===== src/rtl/apb_arbiter.sv =====
// Two-requester APB master: round-robin arbitration between m0 and m1, APB
// setup/access sequencing, registered responses and a bounded access timeout.
module apb_arbiter #(
  parameter int ADDR_WIDTH = 32,
  parameter int DATA_WIDTH = 32,
  parameter int TIMEOUT    = 255
) (
  input  logic                  pclk,
  input  logic                  presetn,
  input  logic                  m0_req,
  input  logic [ADDR_WIDTH-1:0] m0_addr,
  input  logic [DATA_WIDTH-1:0] m0_wdata,
  input  logic                  m0_write,
  input  logic [3:0]            m0_stb,
  output logic                  m0_ack,
  output logic [DATA_WIDTH-1:0] m0_rdata,
  output logic                  m0_err,
  input  logic                  m1_req,
  input  logic [ADDR_WIDTH-1:0] m1_addr,
  input  logic [DATA_WIDTH-1:0] m1_wdata,
  input  logic                  m1_write,
  input  logic [3:0]            m1_stb,
  output logic                  m1_ack,
  output logic [DATA_WIDTH-1:0] m1_rdata,
  output logic                  m1_err,
  output logic [ADDR_WIDTH-1:0] paddr,
  output logic [DATA_WIDTH-1:0] pdata,
  output logic                  pwrite,
  output logic [3:0]            pstb,
  output logic                  psel,
  output logic                  penable,
  input  logic [DATA_WIDTH-1:0] prdata,
  input  logic                  pready,
  input  logic                  perr,
  output logic                  apb_timeout
);

  localparam int CW = $clog2(TIMEOUT + 1);

  typedef enum logic [1:0] {IDLE, SETUP, ACCESS, RESP} state_t;

  state_t                  state_q, state_d;
  logic [CW-1:0]           cnt_q, cnt_d;
  logic                    last_grant_q, last_grant_d;
  logic                    grant_q, grant_d;
  logic [ADDR_WIDTH-1:0]   paddr_q, paddr_d;
  logic [DATA_WIDTH-1:0]   pdata_q, pdata_d;
  logic                    pwrite_q, pwrite_d;
  logic [3:0]              pstb_q, pstb_d;
  logic                    psel_q, psel_d;
  logic                    penable_q, penable_d;
  logic                    m0_ack_q, m0_ack_d;
  logic [DATA_WIDTH-1:0]   m0_rdata_q, m0_rdata_d;
  logic                    m0_err_q, m0_err_d;
  logic                    m1_ack_q, m1_ack_d;
  logic [DATA_WIDTH-1:0]   m1_rdata_q, m1_rdata_d;
  logic                    m1_err_q, m1_err_d;
  logic                    apb_timeout_q, apb_timeout_d;

  logic                    pick_m1;
  logic                    done;
  logic [DATA_WIDTH-1:0]   resp_rdata;
  logic                    resp_err;

  always_comb begin
    state_d       = state_q;
    cnt_d         = cnt_q;
    last_grant_d  = last_grant_q;
    grant_d       = grant_q;
    paddr_d       = paddr_q;
    pdata_d       = pdata_q;
    pwrite_d      = pwrite_q;
    pstb_d        = pstb_q;
    psel_d        = psel_q;
    penable_d     = penable_q;
    m0_ack_d      = 1'b0;
    m0_rdata_d    = '0;
    m0_err_d      = 1'b0;
    m1_ack_d      = 1'b0;
    m1_rdata_d    = '0;
    m1_err_d      = 1'b0;
    apb_timeout_d = 1'b0;
    pick_m1       = 1'b0;
    done          = 1'b0;
    resp_rdata    = '0;
    resp_err      = 1'b0;

    case (state_q)
      IDLE: begin
        // On contention the requester that did not win last time goes next.
        pick_m1 = m1_req && (!m0_req || !last_grant_q);
        if (m0_req || m1_req) begin
          grant_d      = pick_m1;
          last_grant_d = pick_m1;
          paddr_d      = pick_m1 ? m1_addr  : m0_addr;
          pdata_d      = pick_m1 ? m1_wdata : m0_wdata;
          pwrite_d     = pick_m1 ? m1_write : m0_write;
          pstb_d       = pick_m1 ? m1_stb   : m0_stb;
          psel_d       = 1'b1;
          cnt_d        = '0;
          state_d      = SETUP;
        end
      end
      SETUP: begin
        penable_d = 1'b1;
        state_d   = ACCESS;
      end
      ACCESS: begin
        cnt_d = cnt_q + 1'b1;
        if (pready) begin
          done       = 1'b1;
          resp_rdata = pwrite_q ? '0 : prdata;
          resp_err   = perr;
        end else if (cnt_q == CW'(TIMEOUT - 1)) begin
          done          = 1'b1;
          resp_err      = 1'b1;
          apb_timeout_d = 1'b1;
        end
        if (done) begin
          psel_d    = 1'b0;
          penable_d = 1'b0;
          state_d   = RESP;
          if (grant_q) begin
            m1_ack_d   = 1'b1;
            m1_rdata_d = resp_rdata;
            m1_err_d   = resp_err;
          end else begin
            m0_ack_d   = 1'b1;
            m0_rdata_d = resp_rdata;
            m0_err_d   = resp_err;
          end
        end
      end
      RESP: begin
        cnt_d   = '0;
        state_d = IDLE;
      end
      default: state_d = IDLE;
    endcase
  end

  always_ff @(posedge pclk or negedge presetn) begin
    if (!presetn) begin
      state_q       <= IDLE;
      cnt_q         <= '0;
      last_grant_q  <= 1'b1;
      grant_q       <= 1'b0;
      paddr_q       <= '0;
      pdata_q       <= '0;
      pwrite_q      <= 1'b0;
      pstb_q        <= '0;
      psel_q        <= 1'b0;
      penable_q     <= 1'b0;
      m0_ack_q      <= 1'b0;
      m0_rdata_q    <= '0;
      m0_err_q      <= 1'b0;
      m1_ack_q      <= 1'b0;
      m1_rdata_q    <= '0;
      m1_err_q      <= 1'b0;
      apb_timeout_q <= 1'b0;
    end else begin
      state_q       <= state_d;
      cnt_q         <= cnt_d;
      last_grant_q  <= last_grant_d;
      grant_q       <= grant_d;
      paddr_q       <= paddr_d;
      pdata_q       <= pdata_d;
      pwrite_q      <= pwrite_d;
      pstb_q        <= pstb_d;
      psel_q        <= psel_d;
      penable_q     <= penable_d;
      m0_ack_q      <= m0_ack_d;
      m0_rdata_q    <= m0_rdata_d;
      m0_err_q      <= m0_err_d;
      m1_ack_q      <= m1_ack_d;
      m1_rdata_q    <= m1_rdata_d;
      m1_err_q      <= m1_err_d;
      apb_timeout_q <= apb_timeout_d;
    end
  end

  assign paddr       = paddr_q;
  assign pdata       = pdata_q;
  assign pwrite      = pwrite_q;
  assign pstb        = pstb_q;
  assign psel        = psel_q;
  assign penable     = penable_q;
  assign m0_ack      = m0_ack_q;
  assign m0_rdata    = m0_rdata_q;
  assign m0_err      = m0_err_q;
  assign m1_ack      = m1_ack_q;
  assign m1_rdata    = m1_rdata_q;
  assign m1_err      = m1_err_q;
  assign apb_timeout = apb_timeout_q;

endmodule

===== config.mk =====
export PLATFORM = sky130hd
export DESIGN_NAME = apb_arbiter
export DESIGN_NICKNAME = d
export VERILOG_FILES = /design/src/rtl/apb_arbiter.sv
export SDC_FILE = /design/constraint.sdc
export NUM_CORES = 1
export LEC_CHECK = 0
export CAP_MARGIN = 15
export CORE_ASPECT_RATIO = 1.25
export CORE_MARGIN = 3
export CORE_UTILIZATION = 43
export CTS_CLUSTER_SIZE = 28
export DETAILED_ROUTE_END_ITERATION = 8
export PLACE_DENSITY = 0.86
export SYNTH_ARGS = -nofsm -noshare
export SYNTH_HDL_FRONTEND = slang
export SYNTH_SLANG_ARGS = --single-unit

===== constraint.sdc =====
create_clock -name pclk -period 3.96 [get_ports pclk]
set_clock_uncertainty 0.15 [all_clocks]
set_input_delay 0.594 -clock pclk [delete_from_list [all_inputs] [get_ports pclk]]
set_output_delay 0.594 -clock pclk [all_outputs]
set_load 0.005 [all_outputs]

Cell sizes after repair:
(3 px per um)
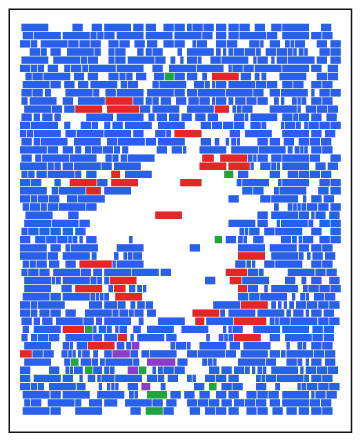
- green: x3 and x4 (cells 10)
- red: x6 and larger (cells 34)
- purple: x2 (cells 5)
- blue: x1 and smaller (cells 813)

Pin placement:
(3 px per um) Pins as bars across the die edge, other pins in gray.
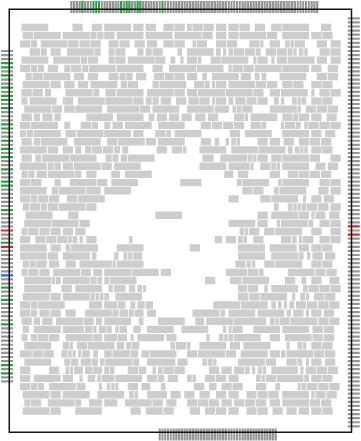
- red: m1_stb (pins 4; direction input; edge 2 left, 2 right)
- green: prdata (pins 32; direction input; edge 22 left, 10 top)
- blue: m0_write (pins 1; direction input; edge left)
- all pins by edge: 101 right, 90 top, 82 left, 43 bottom

Wires at chosen ports, followed through buffers:
(2 px per um)
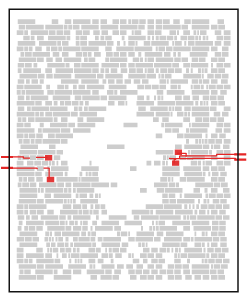
- red: m1_stb (bits 4; direction input; edge 2 left, 2 right; end cells 4; buffers 4; wire 111 um)
buffers added on ports: 315
IO Pins: 316

==> metal layers <==
layer	GRT usage	routed length, um
met1	0.259	6690
met2	0.436	10100
met3	0.106	2050
met4	0.101	614
met5	0	0
==> state kept, by name, summed over array words and instances (netlist names), 2 cells and up <==
signal    cells
m0_rdata     32
state_q       2
pstb          4
pdata        32
m1_rdata     32
paddr        32
cnt_q         8
==> layout make-up <==
class / instances / area share
Inverter: 5 / 0.00184
Clock inverter: 13 / 0.0180
Timing Repair Buffer: 324 / 0.321
Tap cell: 175 / 0.0215
Clock buffer: 19 / 0.0444
Sequential cell: 152 / 0.373
Multi-Input combinational cell: 349 / 0.220
Antenna cell: 1 / 0.000245
==> stage by stage <==
stage / instances / power [W] / util
after global placement: 1005 / 0.00438 / 0.683
after global routing: 1038 / 0.00654 / 0.729
after CTS: 1037 / 0.00623 / 0.728
after floorplan: 540 / 0.00314 / -
final: 1038 / 0.00616 / 0.729
after detailed placement: 1005 / 0.00449 / 0.683
==> cell usage in the layout (no fill, tap or decap), types with 2 or more instances in the layout <==
cell	count
o211ai_1	4
inv_8	3
nand4_1	2
inv_6	4
nand3_1	4
buf_4	5
o311ai_1	3
o21ai_1	69
clkinv_4	2
clkdlybuf4s50_1	314
nor3_1	2
o31ai_1	2
o21ai_0	9
inv_1	5
nand2_1	77
a21oi_1	3
ha_1	6
nand2b_1	5
clkbuf_16	17
or4_1	3
nor2_1	7
mux2i_1	69
nor2b_1	2
and2_1	64
clkbuf_8	2
buf_12	4
dfrtp_1	151
o221ai_1	2
bufinv_16	3
==> critical path: stages <==
cell and delay (ns):
clkdlybuf4s50_1 0.60, a21boi_4 0.54, buf_4 0.45, mux2i_1 0.26, o21ai_1 0.08
==> summary.txt <==
flow finished, numbers: Setup Fix Bufs, Post-CTS 0, WL/cell 18.7 um, Vert. Die Dim 140 um, Pwr Density 604 nW/um2, CTS buffer count 17, Post-synth EDFFs 0, number of global-route vias before repair 5691, via/cell ratio 5.10, r2r setup slk 1.77 ns, yosys stat area 6220 um2, pin count of the biggest net entering global routing 105, level count of the clock H-tree 4, CTS root buffer clkbuf_16, Area growth, synth to finish 63.9%, Synth Cell Area 6220 um2, CP endpoint pdata[6], chip area 16000 um2, Most common reg cell dfrtp_1, Max Fclk 416 MHz, grt total ovfl 0, ys cells 540, sequential power share 0.363, clk slew on worst S/H paths 0.06 ns, Late-Pin Clk Latency 0.41 ns, fraction of layout cells with a size suffix above 1 0.0568, worst slew pin tran 0.969 ns, crit path launch m1_req, yosys adder share 0.0121, vias 5295, pins over their slew limit 0, Clock net power 0.00172 W, Worst Hold Class input port to async pin, final period utilization 0.608, hpwl dp 14800 um, Placer Congestion 0.859, critical path class input port to register, drt initial violations 226, Area leader share 0.607, reg2reg start state_q[0], # DRC 0, Dominant comb cell simple AND/OR/NAND/NOR gates, area fraction in compound gates 0.0921, Final WS setup 1.55 ns, Die Wd 114 um, Top cells by area dfrtp_1 (61%), mux2i_1 (11%), and2_1 (6.4%), final WL 19400 um, Gate power share 0.358, number of routed nets with antenna violations 0, Unique cell types 41, Final setup viols 0, post-route cell area 10200 um2, worst slack, placed 1.11 ns, FP Util 0.445, Clock power frac 0.279, worst-path fanout max 20, logic area 2240 um2, Pwr top registers, FF/Latch Area 3800 um2, slew margin rel. 0.354, XOR/XNOR Area Share 0, global-route wire length before repair 30700 um, outcome finished, final reports clean, Reg-to-Reg End m0_rdata[10], synth warn 0, Yosys reg bits 152, Power Sequential 0.00224 W, most frequent cells after synthesis dfrtp_1 (151), nand2_1 (77), o21ai_1 (70), Critical Path RT 4.10 ns, Final Hold Viols 0, unrepaired setup endpoints after global routing no, # Max-Cap Violations 0, Int Power 0.00428 W, Post-synth ARST share 1.00, FP Rows 48, initial antenna violation count 1, R2R cell count 6, sum of negative setup slack 0 ns, Worst VDD drop 0.364 mV, register area share after synthesis 0.612, min Tclk post-route 2.41 ns, MUX area fraction 0.111, simple share 0.142, Yosys top cell by area dfrtp_1
Power is estimated from default activity; no workload was simulated.
